==> config.mk <==
export PLATFORM = sky130hd
export DESIGN_NAME = serial_frame_rx_flat
export DESIGN_NICKNAME = d
export VERILOG_FILES = /design/src/rtl/serial_frame_rx_if.sv /design/src/rtl/serial_frame_rx.sv /design/src/flat_wrapper.sv
export SDC_FILE = /design/constraint.sdc
export NUM_CORES = 1
export LEC_CHECK = 0
export CAP_MARGIN = 20
export CORE_UTILIZATION = 54
export CTS_CLUSTER_DIAMETER = 200
export DETAILED_ROUTE_END_ITERATION = 8
export PLACE_DENSITY = 0.72
export SETUP_SLACK_MARGIN = 0.5
export SYNTH_ARGS = -nofsm -noshare
export SYNTH_HDL_FRONTEND = slang
export SYNTH_SLANG_ARGS = --single-unit
==> constraint.sdc <==
create_clock -name clk -period 2.8 [get_ports clk]
set_input_delay 0.28 -clock clk [delete_from_list [all_inputs] [get_ports clk]]
set_output_delay 0.28 -clock clk [all_outputs]
set_load 0.05 [all_outputs]
==> src/rtl/serial_frame_rx_if.sv <==
// serial_frame_rx_if: valid/ready byte stream leaving the frame receiver.
// The master side (receiver) drives data/valid; the slave side (consumer) drives ready.
interface serial_frame_rx_if;
    logic [7:0] out_data;
    logic       out_valid;
    logic       out_ready;

    modport master (output out_data, output out_valid, input out_ready);
    modport slave  (input out_data, input out_valid, output out_ready);
endinterface

==> src/rtl/serial_frame_rx.sv <==
// serial_frame_rx: hunts a serial bit stream for SYNC_PATTERN, then deserialises
// the following FRAME_BYTES bytes into a first-word fall-through FIFO that is
// presented on byte_if.
// Optional build macro: PARITY_CHECK_EN -- each payload byte is followed by an
// even-parity bit; bad bytes are dropped and flagged on parity_err.
//
// state   | meaning
// --------+--------------------------------------------------------------
// ST_HUNT | shifting bits through the window, looking for SYNC_PATTERN
// ST_RECV | locked; assembling payload bytes until FRAME_BYTES are done
module serial_frame_rx #(
    parameter logic [7:0] SYNC_PATTERN = 8'hA5,
    parameter int         FRAME_BYTES  = 4,
    parameter int         DEPTH        = 4
) (
    input  logic              clk,
    input  logic              rst_n,
    input  logic              sin,
    input  logic              sin_en,
    input  logic              msb_first,
    input  logic              clr_err,
    serial_frame_rx_if.master byte_if,
    output logic              sync_lock,
    output logic              overflow,
    output logic              parity_err
);
    localparam int AW = $clog2(DEPTH);
`ifdef PARITY_CHECK_EN
    localparam logic [3:0] LAST_BIT = 4'd8;
`else
    localparam logic [3:0] LAST_BIT = 4'd7;
`endif
    localparam logic [7:0]  LAST_BYTE = 8'(FRAME_BYTES - 1);
    localparam logic [AW:0] FULL_CNT  = (AW + 1)'(DEPTH);

    typedef enum logic {ST_HUNT = 1'b0, ST_RECV = 1'b1} state_t;

    state_t        r_state;
    state_t        w_state_next;

    logic [7:0]    r_window;
    logic [3:0]    r_bit_cnt;
    logic [3:0]    r_fill;
    logic [7:0]    r_byte_cnt;
    logic [7:0]    r_mem [DEPTH];
    logic [AW-1:0] r_wr_ptr;
    logic [AW-1:0] r_rd_ptr;
    logic [AW:0]   r_count;
    logic [7:0]    r_out_data;
    logic          r_overflow;

    logic [7:0]    w_win_shift;
    logic [7:0]    w_byte;
    logic          w_sync_hit;
    logic          w_byte_done;
    logic          w_frame_done;
    logic          w_parity_bad;
    logic          w_commit;
    logic          w_pop;
    logic          w_push;
    logic          w_drop;
    logic [AW-1:0] w_rd_ptr_next;
    logic [AW:0]   w_count_next;

    assign w_win_shift = msb_first ? {r_window[6:0], sin} : {sin, r_window[7:1]};

    // r_fill gates matching so a short sync word cannot hit on reset zeros
    assign w_sync_hit   = sin_en && (r_state == ST_HUNT) && (r_fill >= 4'd7)
                          && (w_win_shift == SYNC_PATTERN);
    assign w_byte_done  = sin_en && (r_state == ST_RECV) && (r_bit_cnt == LAST_BIT);
    assign w_frame_done = w_byte_done && (r_byte_cnt == LAST_BYTE);

`ifdef PARITY_CHECK_EN
    // the parity bit does not shift, so the window already holds the byte
    assign w_byte       = r_window;
    assign w_parity_bad = w_byte_done && (^{r_window, sin});
`else
    assign w_byte       = w_win_shift;
    assign w_parity_bad = 1'b0;
`endif

    assign w_commit = w_byte_done && !w_parity_bad;
    assign w_pop    = (r_count != '0) && byte_if.out_ready;
    assign w_push   = w_commit && ((r_count != FULL_CNT) || w_pop);
    assign w_drop   = w_commit && !w_push;

    assign w_rd_ptr_next = w_pop ? r_rd_ptr + AW'(1) : r_rd_ptr;

    // FIFO occupancy after this edge
    always_comb begin
        w_count_next = r_count;
        case ({w_push, w_pop})
            2'b10:   w_count_next = r_count + (AW + 1)'(1);
            2'b01:   w_count_next = r_count - (AW + 1)'(1);
            default: w_count_next = r_count;
        endcase
    end

    // FSM state register
    always_ff @(posedge clk or negedge rst_n) begin
        if (!rst_n) r_state <= ST_HUNT;
        else        r_state <= w_state_next;
    end

    // FSM next state: lock on sync, release after the last byte of the frame
    always_comb begin
        w_state_next = r_state;
        case (r_state)
            ST_HUNT: if (w_sync_hit)   w_state_next = ST_RECV;
            ST_RECV: if (w_frame_done) w_state_next = ST_HUNT;
            default: w_state_next = ST_HUNT;
        endcase
    end

    // Serial window, bit/byte counters and post-reset fill counter
    always_ff @(posedge clk or negedge rst_n) begin
        if (!rst_n) begin
            r_window   <= '0;
            r_bit_cnt  <= '0;
            r_byte_cnt <= '0;
            r_fill     <= '0;
        end else if (sin_en) begin
            if (r_fill != 4'd8) r_fill <= r_fill + 4'd1;
            if (r_state == ST_HUNT) begin
                if (w_sync_hit) begin
                    r_window   <= '0;
                    r_bit_cnt  <= '0;
                    r_byte_cnt <= '0;
                end else begin
                    r_window <= w_win_shift;
                end
            end else begin
                r_bit_cnt <= w_byte_done ? 4'd0 : r_bit_cnt + 4'd1;
                if (w_byte_done)       r_byte_cnt <= r_byte_cnt + 8'd1;
                if (w_frame_done)      r_window   <= '0;
                else if (r_bit_cnt < 4'd8) r_window <= w_win_shift;
            end
        end
    end

    // FIFO storage; never read before written, so no reset needed
    always_ff @(posedge clk) begin
        if (w_push) r_mem[r_wr_ptr] <= w_byte;
    end

    // FIFO pointers, count and registered head byte (holds when emptied)
    always_ff @(posedge clk or negedge rst_n) begin
        if (!rst_n) begin
            r_wr_ptr   <= '0;
            r_rd_ptr   <= '0;
            r_count    <= '0;
            r_out_data <= '0;
        end else begin
            if (w_push) r_wr_ptr <= r_wr_ptr + AW'(1);
            r_rd_ptr <= w_rd_ptr_next;
            r_count  <= w_count_next;
            if (w_count_next != '0) begin
                // the new head may be the byte being written this edge
                r_out_data <= (w_push && (w_rd_ptr_next == r_wr_ptr)) ? w_byte
                                                                      : r_mem[w_rd_ptr_next];
            end
        end
    end

    // Sticky overflow: a set in the same cycle beats clr_err
    always_ff @(posedge clk or negedge rst_n) begin
        if (!rst_n)       r_overflow <= 1'b0;
        else if (w_drop)  r_overflow <= 1'b1;
        else if (clr_err) r_overflow <= 1'b0;
    end

`ifdef PARITY_CHECK_EN
    logic r_parity_err;

    // Sticky parity error: a set in the same cycle beats clr_err
    always_ff @(posedge clk or negedge rst_n) begin
        if (!rst_n)            r_parity_err <= 1'b0;
        else if (w_parity_bad) r_parity_err <= 1'b1;
        else if (clr_err)      r_parity_err <= 1'b0;
    end

    assign parity_err = r_parity_err;
`else
    assign parity_err = 1'b0;
`endif

    assign sync_lock         = (r_state == ST_RECV);
    assign overflow          = r_overflow;
    assign byte_if.out_valid = (r_count != '0);
    assign byte_if.out_data  = r_out_data;
endmodule

==> src/flat_wrapper.sv <==
// flat-port wrapper written by rule: the top's interface ports become plain ports
module serial_frame_rx_flat 
#(
    parameter logic [7:0] SYNC_PATTERN = 8'hA5,
    parameter int         FRAME_BYTES  = 4,
    parameter int         DEPTH        = 4
)
  (clk, rst_n, sin, sin_en, msb_first, clr_err, sync_lock, overflow, parity_err, byte_if_out_data, byte_if_out_valid, byte_if_out_ready);
  serial_frame_rx_if byte_if_i ();
  input  logic clk;
  input  logic rst_n;
  input  logic sin;
  input  logic sin_en;
  input  logic msb_first;
  input  logic clr_err;
  output logic sync_lock;
  output logic overflow;
  output logic parity_err;
  output wire logic [$bits(byte_if_i.out_data)-1:0] byte_if_out_data;
  output wire logic [$bits(byte_if_i.out_valid)-1:0] byte_if_out_valid;
  input wire logic [$bits(byte_if_i.out_ready)-1:0] byte_if_out_ready;
  assign byte_if_out_data = byte_if_i.out_data;
  assign byte_if_out_valid = byte_if_i.out_valid;
  assign byte_if_i.out_ready = byte_if_out_ready;
  serial_frame_rx #(.SYNC_PATTERN(SYNC_PATTERN), .FRAME_BYTES(FRAME_BYTES), .DEPTH(DEPTH)) u_core (.clk(clk), .rst_n(rst_n), .sin(sin), .sin_en(sin_en), .msb_first(msb_first), .clr_err(clr_err), .byte_if(byte_if_i), .sync_lock(sync_lock), .overflow(overflow), .parity_err(parity_err));
endmodule
==> CHANGELOG.md, run 1 <==
## Flow update

* Post-DP HPWL at 5630 um
* Logic pwr share at 0.456
* Cell area after synthesis at 3980 um2
* Max Fclk at 416 MHz
* Layout cell share with drive strength beyond 1 at 0.170
* Clk pin slew, worst setup/hold paths at 0.08 ns
* Post-Synthesis Cells at 376
* Multiplexer share at 0.0798
* FFs w/ async S/R, synth at 0.562
* H-tree Lvls at 3
* Unrepaired setup endpoints after global routing: yes
* CP top delay family: adder cells
* First-pass GRT wire length at 14100 um
* Diode count at 0
* Cell taking the most area after synthesis: dfrtp_1
* Top non-seq family: simple AND/OR/NAND/NOR gates
* Combinational power at 1.97 mW
* Max IR drop VDD at 0.486 mV
* Met3 routed WL at 385 um
* Top cells by count: 41 x dfrtp_1, 32 x edfxtp_1, 30 x nand2_1, 30 x nand3_1, 18 x nor3_1
* Switching share of power at 0.383
* Final Critical Period at 2.40 ns
* OpenROAD warnings at 33
* Reg2Reg Depth at 11
* Row Count at 30
* Core area at 6940 um2
* Final setup vio count at 0
* Die area at 7720 um2
* CP required at 3.03 ns
* Worst path max stage delay at 0.39 ns
* LEAKAGE at 1.89 nW
* Busiest grt layer: met2
* Die Y at 87.9 um
* DRT Pass-1 Iters at 4
* WP depth at 11
* Number of max-cap violations at 0
* FF+latch count, synth at 73
* CP Launch Type: register
* Initial drt markers at 211
* FP Util at 0.573
* Yosys adder share at 0.0302
* XOR/XNOR Fraction of Synth Area at 0.0402
* CTS tree: done
* Top Layer Used: met4
* Critical path class: register to register
* Fin. Hold Viols at 0
* Worst Max-Slew Pin Slew at 1.06 ns
* And+or+nand+nor area frac at 0.210
* Cell Type Count at 54
* R2R Setup Slk at 0.40 ns
* CP dominant cell by count: nand2_2
* Largest net degree at the start of global routing at 48
* Outcome: completed
* P_sw at 1.66 mW
* Yosys stat area at 3980 um2
* Crit path launch: u_core.r_bit_cnt[1]$_DFFE_PN0P_
* Worst R2R Start: u_core.r_bit_cnt[1]$_DFFE_PN0P_
* CTS buffer count at 9
* Avg Inst Size Synth at 10.6 um2
* Final Power at 4.32 mW
* Rel. slew slack at 0.288
* Sum Neg Setup Slack at 0 ns
* CP Capture Type: register
* Slowest-stage cell, CP: dfrtp_1
* Count leader, synth: dfrtp_1
* Final Max Tran Viols at 0
* Sequential area share after synthesis at 0.499
* Synthesis warning total at 0
* RR Endpoint: u_core.byte_if.out_data[4]$_DFFE_PN0P_
* Synth top area share at 0.258
* Number of I/O port buffers at 17
* Power in sequential cells at 1.48 mW
* CTS Buffer Depth at 2
* Top FF cell, synth: dfrtp_1
* Seq pwr share at 0.342
* Top power group: combinational cells
* Mapped Nets at 392
* I/O pin count at 19
* GRT overflow at 0
* DR WL met2 at 4330 um
* Vias in the first global route at 2852
* Residual DRC count at 0
* Die Wd at 87.9 um
* CP Max Fanout at 8
* Post-synth EDFFs at 32
* Main area contributors: dfrtp_1 26%, edfxtp_1 24%, mux2i_1 4.0%
* Clk sinks at 73
* Via density at 5.88
* # Cells Yosys at 376
* Critical Path AT at 2.63 ns
-- run 1: through the flow --
step	util	cell area [um2]	hold slack (ns)	instances	setup slack, ns
final	0.668	4640	0.355	508	0.399
after global routing	0.668	4640	0.372	508	0.279
after CTS	0.659	4580	0.112	502	0.387
after detailed placement	0.620	4310	0.483	480	0.122
after global placement	0.620	4310	0.485	480	0.156
after floorplan	-	4030	-0.0156	376	0.310
-- run 1: layout by cell type, fill, tap and decap left out, types with 5 or more instances in the layout --
cell / count
dfrtp_1: 38
edfxtp_1: 32
nand3_1: 30
nand2_1: 28
buf_4: 25
nor3_1: 18
o21ai_0: 17
nor2_1: 16
mux2i_1: 16
nor3b_1: 15
clkdlybuf4s50_1: 15
mux2_2: 14
inv_1: 11
nand4_1: 11
nand3b_1: 10
clkbuf_8: 9
xnor2_1: 8
o31ai_1: 7
ha_1: 7
a21oi_1: 6
o21a_1: 6
xor2_1: 5
-- run 1: flip-flops by register name, summed over array words and instances, names as in the netlist --
register and cells:
u_core.r_mem 32, u_core.byte_if.out_data 8, u_core.r_byte_cnt 8, u_core.r_window 8
u_core.r_bit_cnt 4, u_core.r_fill 4, u_core.r_count 3, u_core.r_rd_ptr 2
u_core.r_wr_ptr 2, u_core.overflow 1, u_core.sync_lock 1
-- run 1: repair_timing --
item,4_1_cts,5_1_grt
setup endpoints to repair,8,15
pin swaps,4,1
setup buffers,5,4
cloned,1,0
hold endpoints to repair,0,10
hold buffers,0,1
resized,3,3
-- run 1: layout make-up --
class / count / area [um2] / area share
Inverter: 11 / 41.3 / 0.00890
Tap cell: 96 / 120 / 0.0259
Sequential cell: 73 / 1990 / 0.429
Multi-Input combinational cell: 267 / 1870 / 0.403
Clock buffer: 11 / 153 / 0.0329
Timing Repair Buffer: 45 / 405 / 0.0874
Clock inverter: 5 / 60.1 / 0.0129
run_1/congestion_map.png
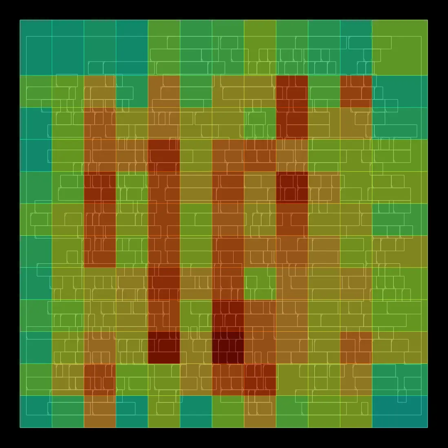
met3 Use GR: 0.0631
fin util: 0.668
met1 usage: 0.313
met2 Use GR: 0.410
DR WL/cell: 17.0 um

run_1/layers.png
(3 px per um)
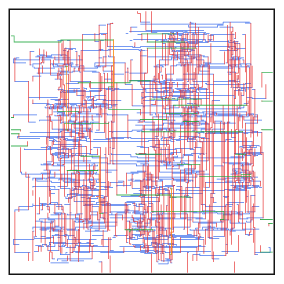
Key: blue = M1 [wire length 3840 um]; red = M2 [wire length 4330 um]; green = M3 [wire length 386 um]; orange = M4 [wire length 77.5 um]
GRT Util Overall: 0.245
via count: 2989
final WL: 8630 um

run_1/clock_wires.png
(4 px per um)
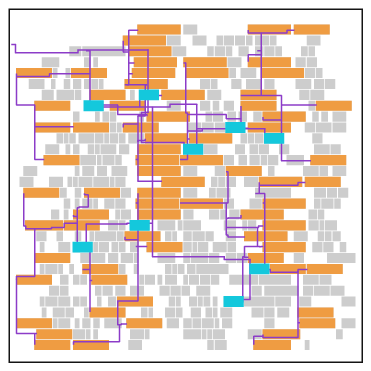
Key: orange = flip-flops [count 73]; purple = clock wires [length 860 um]; cyan = clock-net drivers [count 9]
There are 10 routed clock nets.
Clock net power: 0.871 mW
Layout Skew: 0.00785 ns
clk latency late pin: 0.34 ns
Clk pwr share: 0.201

==> run 2: changes to the inputs <==
--- a/config.mk
+++ b/config.mk
@@ -9,6 +9,7 @@
 export CORE_UTILIZATION = 54
 export CTS_CLUSTER_DIAMETER = 200
 export DETAILED_ROUTE_END_ITERATION = 8
+export GPL_ROUTABILITY_DRIVEN = 0
 export PLACE_DENSITY = 0.72
 export SETUP_SLACK_MARGIN = 0.5
 export SYNTH_ARGS = -nofsm -noshare
run_2/ff_map.png
(3 px per um)
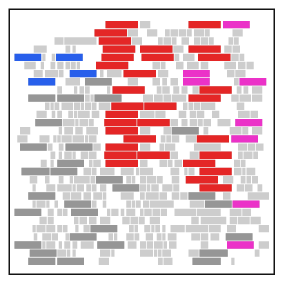
Key: red = `u_core.r_mem` [flops 32]; blue = `u_core.r_fill` [flops 4, where upper left]; magenta = `u_core.byte_if.out_data` [flops 8]
Another 29 sequential cells are not coloured.
Reg area: 1990 um2
power in sequential cells: 1.48 mW

run_2/m3.png
(3 px per um)
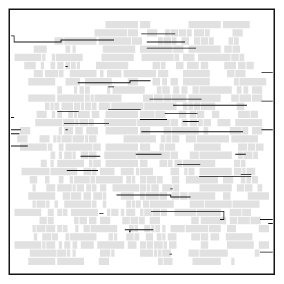
The layer carries 386 um of wire. The wires run mostly horizontal. The longest straight run is 33.6 um.

==> run 2 against run 1 <==
Against the previous run:
- clock skew is the same
- register-to-register slack is essentially flat
- critical path depth is the same
- critical endpoint unchanged
- first-iteration DRC count is the same
- design area is the same
- sequential share of layout area is the same
==> CHANGELOG.md, run 2 <==
## Flow update

* Outcome: completed (unchanged)
* FF+latch count, synth at 73 (unchanged)
* DR WL/cell at 17.0 um (unchanged)
* Clk latency late pin at 0.34 ns (about the same)
* Rel. slew slack at 0.288 (unchanged)
* Biggest register: u_core.r_mem (unchanged)
* # Cells Yosys at 376 (unchanged)
* OpenROAD warnings at 33 (unchanged)
* Max IR drop VDD at 0.486 mV (unchanged)
* Cell taking the most area after synthesis: dfrtp_1 (unchanged)
* Cell area after synthesis at 3980 um2 (unchanged)
* Layout Skew at 0.00785 ns (unchanged)
* GRT Util Overall at 0.245 (unchanged)
* Critical Path AT at 2.63 ns (about the same)
* DRT Pass-1 Iters at 4 (unchanged)
* DP Area at 4310 um2 (unchanged)
* Initial drt markers at 211 (unchanged)
* Layout cell share with drive strength beyond 1 at 0.170 (unchanged)
* Clk sinks at 73 (unchanged)
* Reg2Reg Depth at 11 (unchanged)
* Die Y at 87.9 um (unchanged)
* Via count at 2989 (unchanged)
* CTS tree: done (unchanged)
* Die Wd at 87.9 um (unchanged)
* Count leader, synth: dfrtp_1 (unchanged)
* Yosys stat area at 3980 um2 (unchanged)
* Synthesis warning total at 0 (unchanged)
* Residual DRC count at 0 (unchanged)
* H-tree Lvls at 3 (unchanged)
* CTS buffer count at 9 (unchanged)
* R2R Setup Slk at 0.40 ns (about the same)
* Post-DP HPWL at 5630 um (unchanged)
* Final Max Tran Viols at 0 (unchanged)
* CP Max Fanout at 8 (unchanged)
* Crit path launch: u_core.r_bit_cnt[1]$_DFFE_PN0P_ (unchanged)
* Met2 Use GR at 0.410 (unchanged)
* CP Capture Type: register (unchanged)
* Max Fclk at 416 MHz (unchanged)
* Sum Neg Setup Slack at 0 ns (unchanged)
* Busiest grt layer: met2 (unchanged)
* LEAKAGE at 1.89 nW (unchanged)
* Number of I/O port buffers at 17 (unchanged)
* CP Launch Type: register (unchanged)
* Vias in the first global route at 2852 (unchanged)
* Main area contributors: dfrtp_1 26%, edfxtp_1 24%, mux2i_1 4.0% (unchanged)
* GRT overflow at 0 (unchanged)
* CTS Buffer Depth at 2 (unchanged)
* CP required at 3.03 ns (about the same)
* Top Layer Used: met4 (unchanged)
* Final Critical Period at 2.40 ns (unchanged)
* Cell Type Count at 54 (unchanged)
* I/O pin count at 19 (unchanged)
* Seq pwr share at 0.342 (about the same)
* Critical path class: register to register (unchanged)
* Worst R2R Start: u_core.r_bit_cnt[1]$_DFFE_PN0P_ (unchanged)
* Final Instance Area at 4640 um2 (unchanged)
* Clk pwr share at 0.201 (about the same)
* Synth top area share at 0.258 (unchanged)
* Met3 routed WL at 385 um (unchanged)
* Largest net degree at the start of global routing at 48 (unchanged)
* First-pass GRT wire length at 14100 um (unchanged)
* Met3 Use GR at 0.0631 (unchanged)
* Via density at 5.88 (unchanged)
* Post-synth EDFFs at 32 (unchanged)
* P_sw at 1.66 mW (unchanged)
* Diode count at 0 (unchanged)
* Max reg flops at 32 (unchanged)
* Post-Synthesis Cells at 376 (unchanged)
* Clk pin slew, worst setup/hold paths at 0.08 ns (about the same)
* Avg Inst Size Synth at 10.6 um2 (unchanged)
* Met1 usage at 0.313 (unchanged)
* Top FF cell, synth: dfrtp_1 (unchanged)
* Die area at 7720 um2 (unchanged)
==> run 2: cell counts after synthesis <==
Identical to the previous run, type by type.
==> run 2: layout make-up <==
class                           instances  area [um2]
Sequential cell                        73        1990
Multi-Input combinational cell        267        1870
Fill cell                             532        2300
Clock inverter                          5        60.1
Timing Repair Buffer                   45         405
Tap cell                               96         120
Clock buffer                           11         153
Inverter                               11        41.3
==> run 2: worst max-delay path: stages (launching register included) <==
cell and delay, ns:
dfrtp_1 0.39, ha_2 0.20, and4b_1 0.21, nand2_2 0.08
nand2_2 0.05, fa_2 0.37, nand2_1 0.08, a21oi_1 0.06
a31oi_1 0.16, o211a_1 0.22, buf_12 0.14, mux2_2 0.33
==> run 2: cells by family after synthesis <==
group / synth area share
other cells: 0.000942
fa+ha+maj: 0.0302
simple gates: 0.210
buf+inv: 0.0393
compound gates: 0.100
xor+xnor: 0.0402
flops: 0.499
mux: 0.0798
==> run 2: power by group through the flow <==
stage	Combinational (mW)	Sequential (mW)	Clock (mW)
final	1.97	1.48	0.871
after global routing	2.14	1.51	0.931
after CTS	1.96	1.48	0.891
after detailed placement	1.91	1.48	0
after global placement	1.85	1.48	0
after floorplan	1.30	1.61	0
==> run 2: through the flow <==
step	power, mW	cells	util	setup slack [ns]	hold slack, ns
2_1_floorplan	2.91	376	-	0.310	-0.0156
3_3_place_gp	3.33	480	0.620	0.156	0.485
3_5_place_dp	3.39	480	0.620	0.122	0.483
4_1_cts	4.33	502	0.659	0.387	0.112
5_1_grt	4.58	508	0.668	0.279	0.372
6_report	4.32	508	0.668	0.399	0.355
==> run 2: repair_timing <==
item | CTS | global route
cloned | 1 | 0
endpoints found under the hold margin | 0 | 10
resized | 3 | 3
buffers inserted | 5 | 4
hold buffers | 0 | 1
setup endpoints to repair | 8 | 15
pin swaps | 4 | 1
Power and IR drop assume default switching activity.
